Figure 1. Cells by drive strength.
The bar under the picture is 20 um long.
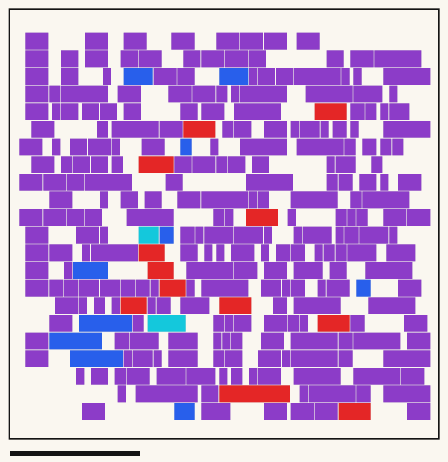
Figure 2. Clock wiring as the flow saved it.
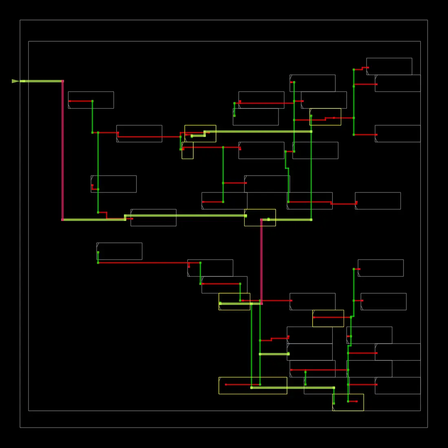
Figure 3. Clock network drawn from the DEF.
The bar under the picture is 20 um long.
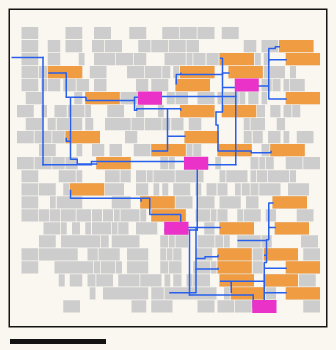
==> config.mk <==
export PLATFORM = sky130hd
export DESIGN_NAME = syncslow_arb
export DESIGN_NICKNAME = d
export VERILOG_FILES = /design/src/rtl/syncslow_arb_pkg.sv /design/src/rtl/syncslow_rr_pick.sv /design/src/rtl/syncslow_arb.sv
export SDC_FILE = /design/constraint.sdc
export NUM_CORES = 1
export LEC_CHECK = 0
export CAP_MARGIN = 20
export CORE_MARGIN = 1
export CORE_UTILIZATION = 47
export CTS_CLUSTER_SIZE = 10
export DETAILED_ROUTE_END_ITERATION = 10
export GPL_TIMING_DRIVEN = 0
export PLACE_DENSITY_LB_ADDON = 0.1
export SLEW_MARGIN = 20
export SYNTH_ARGS = -nofsm -noshare
export SYNTH_HDL_FRONTEND = slang
export SYNTH_SLANG_ARGS = --single-unit
==> constraint.sdc <==
create_clock -name clk -period 3.4 [get_ports clk]
set_input_delay 0.51 -clock clk [delete_from_list [all_inputs] [get_ports clk]]
set_output_delay 0.51 -clock clk [all_outputs]
set_load 0.05 [all_outputs]
==> src/rtl/syncslow_arb_pkg.sv <==
// Shared definitions for the slow-synchronizer schedulers: word width and state encodings
// (the receive-side scheduler reuses the same encodings).
package syncslow_arb_pkg;

  localparam int unsigned DATA_MSB = 7;
  localparam int unsigned DATA_W   = DATA_MSB + 1;

  typedef enum logic [1:0] {
    ST_IDLE = 2'd0,
    ST_SEND = 2'd1,
    ST_WAIT = 2'd2,
    ST_DONE = 2'd3
  } state_t;

endpackage

==> src/rtl/syncslow_rr_pick.sv <==
// Combinational round-robin picker: first set request at or after ptr, wrapping to 0.
module syncslow_rr_pick
  import syncslow_arb_pkg::*;
#(
  parameter int unsigned NREQ  = 4,
  parameter int unsigned IDX_W = 2
) (
  input  logic [NREQ-1:0]  req,
  input  logic [IDX_W-1:0] ptr,
  output logic [NREQ-1:0]  grant_c,
  output logic [IDX_W-1:0] idx_c,
  output logic             any_c
);

  logic [IDX_W-1:0] cand;

  // Scan offsets 0..NREQ-1 from ptr; the first hit wins.
  always_comb begin
    grant_c = '0;
    idx_c   = '0;
    any_c   = 1'b0;
    cand    = '0;
    for (int unsigned off = 0; off < NREQ; off++) begin
      cand = ((32'(ptr) + off) >= NREQ) ? IDX_W'(32'(ptr) + off - NREQ)
                                        : IDX_W'(32'(ptr) + off);
      if (!any_c && req[cand]) begin
        any_c         = 1'b1;
        idx_c         = cand;
        grant_c[cand] = 1'b1;
      end
    end
  end

endmodule

==> src/rtl/syncslow_arb.sv <==
// Round-robin scheduler sharing the slow-synchronizer transmitter among NREQ requesters,
// with a watchdog that aborts transfers whose snt never arrives.
module syncslow_arb
  import syncslow_arb_pkg::*;
#(
  parameter int unsigned NREQ    = 4,
  parameter int unsigned TIMEOUT = 64
) (
  input  logic                   clk,
  input  logic                   reset,
  input  logic [NREQ-1:0]        req_v,
  input  logic [NREQ*DATA_W-1:0] req_data,
  input  logic                   snt,
  output logic                   vi,
  output logic [DATA_W-1:0]      sdata,
  output logic [NREQ-1:0]        grant,
  output logic [NREQ-1:0]        req_done,
  output logic                   err,
  output logic                   busy
);

  localparam int unsigned IDX_W = (NREQ > 1) ? $clog2(NREQ) : 1;
  localparam int unsigned CNT_W = $clog2(TIMEOUT);
  localparam logic [CNT_W-1:0] CNT_LAST = CNT_W'(TIMEOUT - 1);
  localparam logic [IDX_W-1:0] IDX_LAST = IDX_W'(NREQ - 1);

  state_t             state, state_nxt;
  logic [IDX_W-1:0]   ptr, ptr_nxt;
  logic [IDX_W-1:0]   winner, winner_nxt;
  logic [CNT_W-1:0]   cnt, cnt_nxt;
  logic               vi_nxt, err_nxt, busy_nxt;
  logic [DATA_W-1:0]  sdata_nxt;
  logic [NREQ-1:0]    grant_nxt, req_done_nxt;

  logic [NREQ-1:0]    pick_grant_c;
  logic [IDX_W-1:0]   pick_idx_c;
  logic               pick_any_c;

  syncslow_rr_pick #(
    .NREQ  (NREQ),
    .IDX_W (IDX_W)
  ) u_pick (
    .req     (req_v),
    .ptr     (ptr),
    .grant_c (pick_grant_c),
    .idx_c   (pick_idx_c),
    .any_c   (pick_any_c)
  );

  always_ff @(posedge clk) begin
    if (reset) begin
      state    <= ST_IDLE;
      ptr      <= '0;
      winner   <= '0;
      cnt      <= '0;
      vi       <= 1'b0;
      sdata    <= '0;
      grant    <= '0;
      req_done <= '0;
      err      <= 1'b0;
      busy     <= 1'b0;
    end else begin
      state    <= state_nxt;
      ptr      <= ptr_nxt;
      winner   <= winner_nxt;
      cnt      <= cnt_nxt;
      vi       <= vi_nxt;
      sdata    <= sdata_nxt;
      grant    <= grant_nxt;
      req_done <= req_done_nxt;
      err      <= err_nxt;
      busy     <= busy_nxt;
    end
  end

  // Next state plus the next value of every registered output.
  always_comb begin
    state_nxt    = state;
    ptr_nxt      = ptr;
    winner_nxt   = winner;
    cnt_nxt      = cnt;
    vi_nxt       = 1'b0;
    sdata_nxt    = sdata;
    grant_nxt    = grant;
    req_done_nxt = '0;
    err_nxt      = 1'b0;
    busy_nxt     = 1'b0;

    unique case (state)
      ST_IDLE: begin
        grant_nxt = '0;
        if (pick_any_c) begin
          state_nxt  = ST_SEND;
          winner_nxt = pick_idx_c;
          grant_nxt  = pick_grant_c;
          vi_nxt     = 1'b1;
          for (int unsigned i = 0; i < NREQ; i++) begin
            if (pick_idx_c == IDX_W'(i)) sdata_nxt = req_data[i*DATA_W +: DATA_W];
          end
        end
      end
      ST_SEND: begin
        cnt_nxt = '0;
        if (snt) begin
          state_nxt    = ST_DONE;
          req_done_nxt = grant;
        end else begin
          state_nxt = ST_WAIT;
        end
      end
      ST_WAIT: begin
        // snt takes priority over an expiring watchdog.
        if (snt) begin
          state_nxt    = ST_DONE;
          req_done_nxt = grant;
        end else if (cnt == CNT_LAST) begin
          state_nxt    = ST_DONE;
          req_done_nxt = grant;
          err_nxt      = 1'b1;
        end else begin
          cnt_nxt = cnt + 1'b1;
        end
      end
      ST_DONE: begin
        state_nxt = ST_IDLE;
        grant_nxt = '0;
        ptr_nxt   = (winner == IDX_LAST) ? '0 : winner + 1'b1;
      end
      default: begin
        state_nxt = ST_IDLE;
        grant_nxt = '0;
      end
    endcase

    busy_nxt = (state_nxt != ST_IDLE);
  end

endmodule
==> results.py <==
# Flow results
metrics = {
    "status": {
        "outcome": "finished, final reports clean",
    },
    "sta": {
        "fin_crit_ns": 3.10,
        "tightest_slew_ns": 0.721,
        "slew_headroom_pct": 51.5,
        "slew_violations": 0,
        "fmax_ghz": 0.323,
        "setup_violations": 0,
        "rsz0062_at_grt": "no",
        "whs_ns": 0.463,
        "finalCritPeriodShare_pct": 91.2,
        "report.final.hold_viol_count": 0,
        "setup_tns_ns": 0,
    },
    "job": {
        "cap_violations": 0,
        "warnings": 37,
    },
    "pwr": {
        "powerDensity_nw_per_um2": 696,
        "seq_cell_power_w": 0.000508,
        "comb_power_share_pct": 52.5,
        "power.internal_w": 0.00107,
        "switchingPower_w": 0.000795,
        "powerClk_w": 0.000376,
        "leakage_nw": 1.06,
        "comb_power_w": 0.000977,
        "seqPwrFrac_pct": 27.3,
        "switching_share_pct": 42.7,
        "peakVddDrop_uv": 323,
        "finalPower_w": 0.00186,
        "power_leader": "combinational logic",
    },
    "die": {
        "fp.dieArea_sq_um": 4360,
        "die_y_um": 66.0,
        "die-width_um": 66.0,
        "fp_util_pct": 50.7,
        "row_count": 22,
        "pin_count": 58,
        "core_area_sq_um": 3800,
    },
    "worst_hold_path": {
        "hold_depth": 2,
        "hp-class": "reg2reg",
        "hold_path_end": "winner[1]",
        "hp-start": "winner[1]",
    },
    "synthesis": {
        "synth-edff-count": 0,
        "yosys-top-cells-area": "dfxtp_1, ha_1, a211oi_1",
        "yosysTopAreaCellShare_pct": 32.2,
        "netlist_instances": 214,
        "ys_warn_count": 0,
        "top_cell": "dfxtp_1",
        "ys_seq_share_pct": 32.2,
        "netlist_top_cells_count": "dfxtp_1, nand2_1, nor2_1, ha_1, a21oi_1",
        "async_flop_share_pct": 0,
        "yosys_area_sq_um": 1930,
        "ys_cells": 214,
        "synth.cell_area_sq_um": 1930,
        "flop_cell": "dfxtp_1",
        "avgSynthCellArea_sq_um": 9.00,
        "ys_types": 44,
        "syn-num-nets": 268,
        "largest_area_cell": "dfxtp_1",
        "numSynthFlops": 31,
    },
    "placement": {
        "routabilityCongestion": 0.781,
        "dp_hpwl_um": 3290,
        "placed_area_sq_um": 2560,
        "portBuffers": 57,
    },
    "routing": {
        "drc": 0,
        "viasPerCell": 5.50,
        "totalWireLength_um": 4430,
        "vias": 1797,
        "firstDrtPassIters": 4,
        "dr.first_iter.drc_count": 83,
        "wl_per_cell_um": 13.5,
        "ant_nets": 0,
    },
    "worst_setup_path": {
        "crit_slowest_cell": "dfxtp_1",
        "r2r_cells": 11,
        "crit_chain": "buf_6 -> inv_1 -> ha_1 -> mux4_1 -> nor2b_2 -> or3_1 -> buf_6 -> and2_4 -> buf_6 -> mux2i_1 -> a2111oi_2",
        "cp.arrival_ns": 3.28,
        "startpoint": "ptr[0]",
        "max_stage_delay_ns": 0.48,
        "endpoint": "sdata[3]",
        "cp_common_cell": "buf_6",
        "reg2reg_from": "ptr[0]",
        "r2r_setup_slack_ns": 0.30,
        "critical_path_class": "reg2reg",
        "r2r-end": "sdata[3]",
        "cp_max_fo": 10,
        "crit_required_ns": 3.58,
        "critPathCaptureType": "flip-flop",
        "worstSetupStartpointType": "flip-flop",
    },
    "grt": {
        "grt_max_degree": 11,
        "gr-total-overflow": 0,
        "grt_use_total_pct": 23.0,
        "antenna_found_initial": 0,
        "grt_pass1_vias": 1698,
        "grt_first_pass_wirelength_um": 7580,
    },
    "cts": {
        "cts_root_buf": "clkbuf_8",
        "cts.clk_slew.worst_paths_ns": 0.07,
        "cts_setup_buffers": 0,
        "clockBufferDepth": 2,
        "cts_resized": 0,
        "cts_htree_levels": 2,
        "tritoncts": "built",
        "cts_hold_buf": 0,
    },
    "final_layout": {
        "nNetsFinal": 332,
        "syn_to_final_growth_pct": 38.9,
        "fin_util_pct": 70.4,
        "drive_above_1_share_pct": 8.60,
        "n_antenna_cell": 0,
    },
}
About Figure 1:
color	size	cells	share
cyan	x3 and x4	2	0.72%
blue	x2	10	3.6%
red	x6 and larger	12	4.3%
purple	x1 and smaller	255	91%
post-route worst setup slack: 0.300 ns
final instance area: 2670 sq um
Buffers excl. clock: 67

About Figure 2:
TritonCTS buffer count: 5
clk_buf instances: 6
Setup Skew: 0.00462 ns
CTS sink count: 31

About Figure 3:
[magenta] clock-net drivers | count: 5
[blue] clock wires | length: 434 um
[orange] flip-flops | count: 31
flops lie	widely spread
routed clock nets	6
clk_lat worst skew: 0.28 ns
clock share of power: 20.2%

[kinds of logic after synthesis]
group           after synthesis  synth area share (%)
mux                          10                  7.99
compound gates               67                  25.4
fa+ha+maj                    15                  9.75
xor+xnor                      3                  1.36
flops                        31                  32.2
buf+inv                      22                  6.43
simple gates                 66                  16.8
[state kept, by name (all words and copies together), names as in the netlist]
signal,flops
busy,1
cnt,6
err,1
grant,4
ptr,2
req_done,4
sdata,8
state,2
vi,1
winner,2
[worst max-delay path: cells and delay by family (launching register included)]
family                     cells  cell delay, ns
muxes                          2            0.42
DFF                            1            0.48
AOI/OAI and AO/OA              1            0.34
buffers and inverters          4            0.63
adders and majority gates      1            0.42
and+or+nand+nor                3            0.71
[cell type report]
cell class | count | area, sq um
Buffer | 10 | 78.8
Clock buffer | 6 | 82.6
Clock inverter | 2 | 35.0
Fill cell | 297 | 1120
Inverter | 12 | 45.0
Multi-Input combinational cell | 161 | 1180
Sequential cell | 31 | 621
Tap cell | 48 | 60.1
Timing Repair Buffer | 57 | 571
[layout by cell type (no fill, tap or decap), types with 7 or more instances in the layout]
master           count
clkdlybuf4s50_1     57
dfxtp_1             31
nand2_1             18
nor2_1              17
ha_1                15
a21oi_1             14
a211oi_1            13
inv_1               12
o21ai_0              7
a21boi_0             7
o21bai_1             7
[through the flow]
stage	setup WS (ns)	std cells
floorplan	0.609	214
global placement	0.312	319
detailed placement	0.258	319
CTS	0.291	327
global route	0.0764	327
finish	0.300	327
[per-layer routing]
metal / wire (um) / global-route usage, % / share of wire, % / vias to the layer above
li1: - / - / - / 909
met2: 2110 / 37.4 / 48 / 52
met1: 2030 / 28.8 / 46 / 832
met3: 246 / 5.86 / 5.6 / 4
met5: 0 / 0 / 0 / -
met4: 36 / 8.78 / 0.81 / 0
Power figures rest on the tool's default switching activity, not on a simulated workload.
